**config.mk**
```make
export PLATFORM = sky130hd
export DESIGN_NAME = mmcm_reset_seq_flat
export DESIGN_NICKNAME = d
export VERILOG_FILES = /design/src/rtl/mmcm_reset_seq_if.sv /design/src/rtl/mmcm_reset_seq.sv /design/src/flat_wrapper.sv
export SDC_FILE = /design/constraint.sdc
export NUM_CORES = 1
export LEC_CHECK = 0
export ABC_AREA = 1
export CAP_MARGIN = 25
export CORE_UTILIZATION = 52
export CTS_BUF_LIST = sky130_fd_sc_hd__clkbuf_4 sky130_fd_sc_hd__clkbuf_8 sky130_fd_sc_hd__clkbuf_16
export CTS_CLUSTER_SIZE = 25
export DETAILED_ROUTE_END_ITERATION = 6
export MAX_ROUTING_LAYER = met4
export PLACE_DENSITY = 0.76
export SLEW_MARGIN = 10
export SYNTH_ARGS = -nofsm -noshare
export SYNTH_HDL_FRONTEND = slang
export SYNTH_SLANG_ARGS = --single-unit
```
**constraint.sdc**
```tcl
create_clock -name clk_in -period 1.5 [get_ports clk_in]
set_input_delay 0.3 -clock clk_in [delete_from_list [all_inputs] [get_ports clk_in]]
set_output_delay 0.3 -clock clk_in [all_outputs]
set_load 0.01 [all_outputs]
```
**src/rtl/mmcm_reset_seq_if.sv**
```systemverilog
// Signal bundle between the MMCM reset sequencer and the clocking wrapper
// that owns the MMCM primitive. The sequencer is the master: it receives
// LOCKED and drives the MMCM reset plus the status outputs.
interface mmcm_reset_seq_if;
  logic       locked;
  logic       mmcm_rst;
  logic       clocks_ready;
  logic       fail;
  logic [3:0] retry_count;
  logic [7:0] lock_lost_count;

  modport master (
    input  locked,
    output mmcm_rst,
    output clocks_ready,
    output fail,
    output retry_count,
    output lock_lost_count
  );

  modport slave (
    output locked,
    input  mmcm_rst,
    input  clocks_ready,
    input  fail,
    input  retry_count,
    input  lock_lost_count
  );
endinterface

```
**src/rtl/mmcm_reset_seq.sv**
```systemverilog
// MMCM reset sequencer. Runs from the free-running oscillator clock, pulses
// the MMCM reset, waits for LOCKED to be stable for a programmable time and
// only then reports clocks_ready. It retries on lock timeout, re-resets on
// lock loss, and parks in a sticky FAIL state once the retry budget is spent.
// Every output is a register, so nothing downstream sees a combinational
// path from the asynchronous LOCKED input.
module mmcm_reset_seq #(
  parameter int unsigned RST_HOLD_CYCLES = 64,
  parameter int unsigned LOCK_TIMEOUT    = 65536,
  parameter int unsigned LOCK_STABLE     = 1024,
  parameter int unsigned MAX_RETRIES     = 8
) (
  input  logic             clk_in,
  input  logic             rst,
  mmcm_reset_seq_if.master bus
);

  // A single shared counter covers the reset hold, the lock timeout and the
  // stability window, so it is sized for the largest of the three.
  localparam int unsigned MAX_AB = (RST_HOLD_CYCLES > LOCK_TIMEOUT) ? RST_HOLD_CYCLES : LOCK_TIMEOUT;
  localparam int unsigned MAX_P  = (MAX_AB > LOCK_STABLE) ? MAX_AB : LOCK_STABLE;
  localparam int          CNT_W  = (MAX_P > 1) ? $clog2(MAX_P) : 1;

  localparam logic [CNT_W-1:0] RST_LAST     = CNT_W'(RST_HOLD_CYCLES - 1);
  localparam logic [CNT_W-1:0] TIMEOUT_LAST = CNT_W'(LOCK_TIMEOUT - 1);
  localparam logic [CNT_W-1:0] STABLE_LAST  = CNT_W'(LOCK_STABLE - 1);
  localparam logic [CNT_W-1:0] CNT_MAX      = {CNT_W{1'b1}};
  localparam logic [4:0]       RETRY_LIMIT  = 5'(MAX_RETRIES);

  typedef enum logic [2:0] {
    S_RESET     = 3'd0,
    S_WAIT_LOCK = 3'd1,
    S_STABLE    = 3'd2,
    S_READY     = 3'd3,
    S_FAIL      = 3'd4
  } state_t;

  state_t           state;
  logic [CNT_W-1:0] cnt;
  logic [1:0]       sync_q;
  logic             locked_s;
  logic [4:0]       retry_plus1;

  assign locked_s    = sync_q[1];
  assign retry_plus1 = {1'b0, bus.retry_count} + 5'd1;

  // Bring the MMCM LOCKED flag into the clk_in domain before any decision uses it.
  always_ff @(posedge clk_in or posedge rst) begin
    if (rst) begin
      sync_q <= 2'b00;
    end else begin
      sync_q <= {sync_q[0], bus.locked};
    end
  end

  // Sequencer FSM; outputs are updated on the same edge as the state change.
  always_ff @(posedge clk_in or posedge rst) begin
    if (rst) begin
      state               <= S_RESET;
      cnt                 <= '0;
      bus.mmcm_rst        <= 1'b1;
      bus.clocks_ready    <= 1'b0;
      bus.fail            <= 1'b0;
      bus.retry_count     <= 4'd0;
      bus.lock_lost_count <= 8'd0;
    end else begin
      case (state)
        S_RESET: begin
          if (cnt == RST_LAST) begin
            state        <= S_WAIT_LOCK;
            cnt          <= '0;
            bus.mmcm_rst <= 1'b0;
          end else if (cnt != CNT_MAX) begin
            cnt <= cnt + 1'b1;
          end
        end

        S_WAIT_LOCK: begin
          if (locked_s) begin
            state <= S_STABLE;
            cnt   <= '0;
          end else if (cnt == TIMEOUT_LAST) begin
            cnt          <= '0;
            bus.mmcm_rst <= 1'b1;
            if (bus.retry_count != 4'hF) begin
              bus.retry_count <= bus.retry_count + 4'd1;
            end
            if (retry_plus1 >= RETRY_LIMIT) begin
              state    <= S_FAIL;
              bus.fail <= 1'b1;
            end else begin
              state <= S_RESET;
            end
          end else if (cnt != CNT_MAX) begin
            cnt <= cnt + 1'b1;
          end
        end

        S_STABLE: begin
          if (!locked_s) begin
            state <= S_WAIT_LOCK;
            cnt   <= '0;
          end else if (cnt == STABLE_LAST) begin
            state            <= S_READY;
            cnt              <= '0;
            bus.clocks_ready <= 1'b1;
          end else if (cnt != CNT_MAX) begin
            cnt <= cnt + 1'b1;
          end
        end

        S_READY: begin
          if (!locked_s) begin
            state            <= S_RESET;
            cnt              <= '0;
            bus.mmcm_rst     <= 1'b1;
            bus.clocks_ready <= 1'b0;
            if (bus.lock_lost_count != 8'hFF) begin
              bus.lock_lost_count <= bus.lock_lost_count + 8'd1;
            end
          end
        end

        S_FAIL: begin
          bus.mmcm_rst     <= 1'b1;
          bus.clocks_ready <= 1'b0;
          bus.fail         <= 1'b1;
        end

        default: begin
          state            <= S_RESET;
          cnt              <= '0;
          bus.mmcm_rst     <= 1'b1;
          bus.clocks_ready <= 1'b0;
        end
      endcase
    end
  end

endmodule
```
**src/flat_wrapper.sv**
```systemverilog
// flat-port wrapper written by rule: the top's interface ports become plain ports
module mmcm_reset_seq_flat 
#(
  parameter int unsigned RST_HOLD_CYCLES = 64,
  parameter int unsigned LOCK_TIMEOUT    = 65536,
  parameter int unsigned LOCK_STABLE     = 1024,
  parameter int unsigned MAX_RETRIES     = 8
)
  (clk_in, rst, bus_locked, bus_mmcm_rst, bus_clocks_ready, bus_fail, bus_retry_count, bus_lock_lost_count);
  mmcm_reset_seq_if bus_i ();
  input  logic clk_in;
  input  logic rst;
  input wire logic [$bits(bus_i.locked)-1:0] bus_locked;
  output wire logic [$bits(bus_i.mmcm_rst)-1:0] bus_mmcm_rst;
  output wire logic [$bits(bus_i.clocks_ready)-1:0] bus_clocks_ready;
  output wire logic [$bits(bus_i.fail)-1:0] bus_fail;
  output wire logic [$bits(bus_i.retry_count)-1:0] bus_retry_count;
  output wire logic [$bits(bus_i.lock_lost_count)-1:0] bus_lock_lost_count;
  assign bus_i.locked = bus_locked;
  assign bus_mmcm_rst = bus_i.mmcm_rst;
  assign bus_clocks_ready = bus_i.clocks_ready;
  assign bus_fail = bus_i.fail;
  assign bus_retry_count = bus_i.retry_count;
  assign bus_lock_lost_count = bus_i.lock_lost_count;
  mmcm_reset_seq #(.RST_HOLD_CYCLES(RST_HOLD_CYCLES), .LOCK_TIMEOUT(LOCK_TIMEOUT), .LOCK_STABLE(LOCK_STABLE), .MAX_RETRIES(MAX_RETRIES)) u_core (.clk_in(clk_in), .rst(rst), .bus(bus_i));
endmodule
```
**Signal wires by layer**

Two of the layers only.
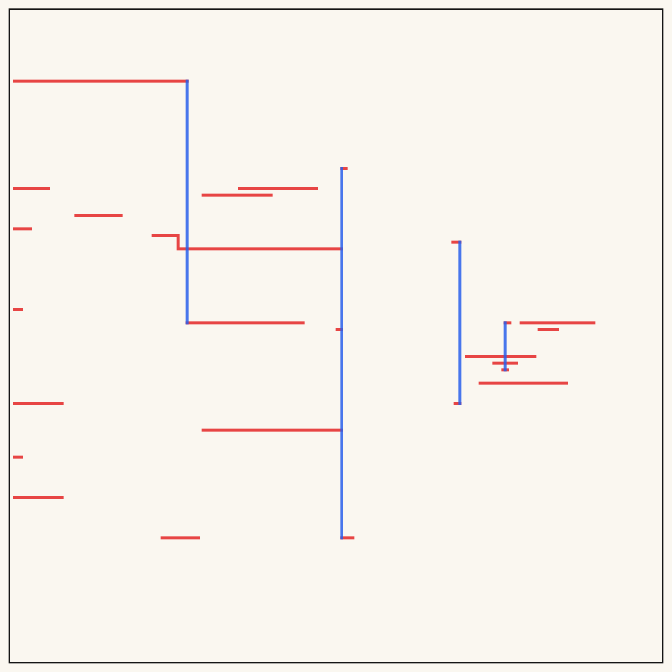
Red shows M3, wire length 133 um. Blue shows M4, wire length 83.0 um.
global-route usage over all layers: 25.4%
WL final: 5000 um
wire length per cell: 12.8 um
total number of vias: 1,991

**The metal 3 layer**

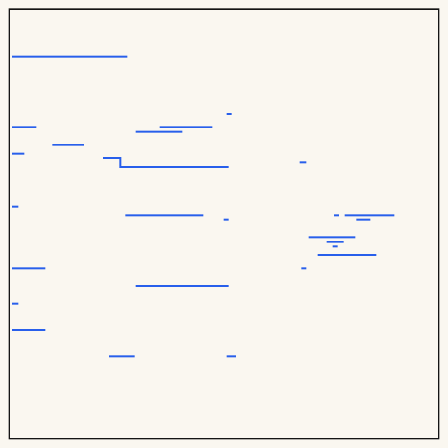
19 nets have wire on it. The longest straight run is 17.5 um. The layer carries 133 um of wire. The wires run mostly horizontal.
met3 usage: 4.83%

==> notes.md <==
run results: status=finished, violations left, failing checks=negative setup slack, PD cells=603 nW/um^2, post-CTS setup buffers=7, Late-Pin Clk Latency=about 0.29 ns, DR iter-0 viols=approximately 160, Signal inverters=33, die area=approximately 4400 um^2, Max Used Layer=met4, hold path depth=0, Int Pwr=1350 uW, Area leader share=41.1%, via count of the first global-routing pass=around 1,900, Hold Path End=u_core.sync_q[1], Post-synth seq share=42.3%, area leader, netlist=dfrtp_1, FMAX=0.636 GHz, Worst Setup SP=u_core.cnt[0], fin worst setup slack=-0.0732 ns, largest registers=u_core.cnt (16), u_core.bus.lock_lost_count (8), u_core.bus.retry_count (4), FP Rows=22, Setup-failing EPs final=16, RSZ-0062 raised after global routing=yes, nonclk buf count=55, Max Transition Viols Final=0, Final ANT Viol Nets=0, met1 Use GR=30.4%, Crit Path Class=reg -> reg, Slew @ Worst Pin=between 0.2 and 0.3 ns, Most flops, register=u_core.cnt, HP Start=u_core.sync_q[0], drt first pass iters=4
**Where the registers sit**

Other sequential cells in the stronger gray, the rest of the logic in the fainter gray.
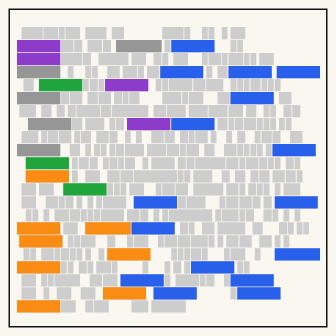
Green shows u_core.state, flops 3. Purple shows u_core.bus.retry_count, flops 4, where north-west. Orange shows u_core.bus.lock_lost_count, flops 8, where south-west. Blue shows u_core.cnt, flops 16.
seq pwr: 975 uW
post-route core utilization: 75.5%
register share of the cell area: 31.5%
Sequential Area: 905 um^2

Power is estimated from default activity; no workload was simulated.
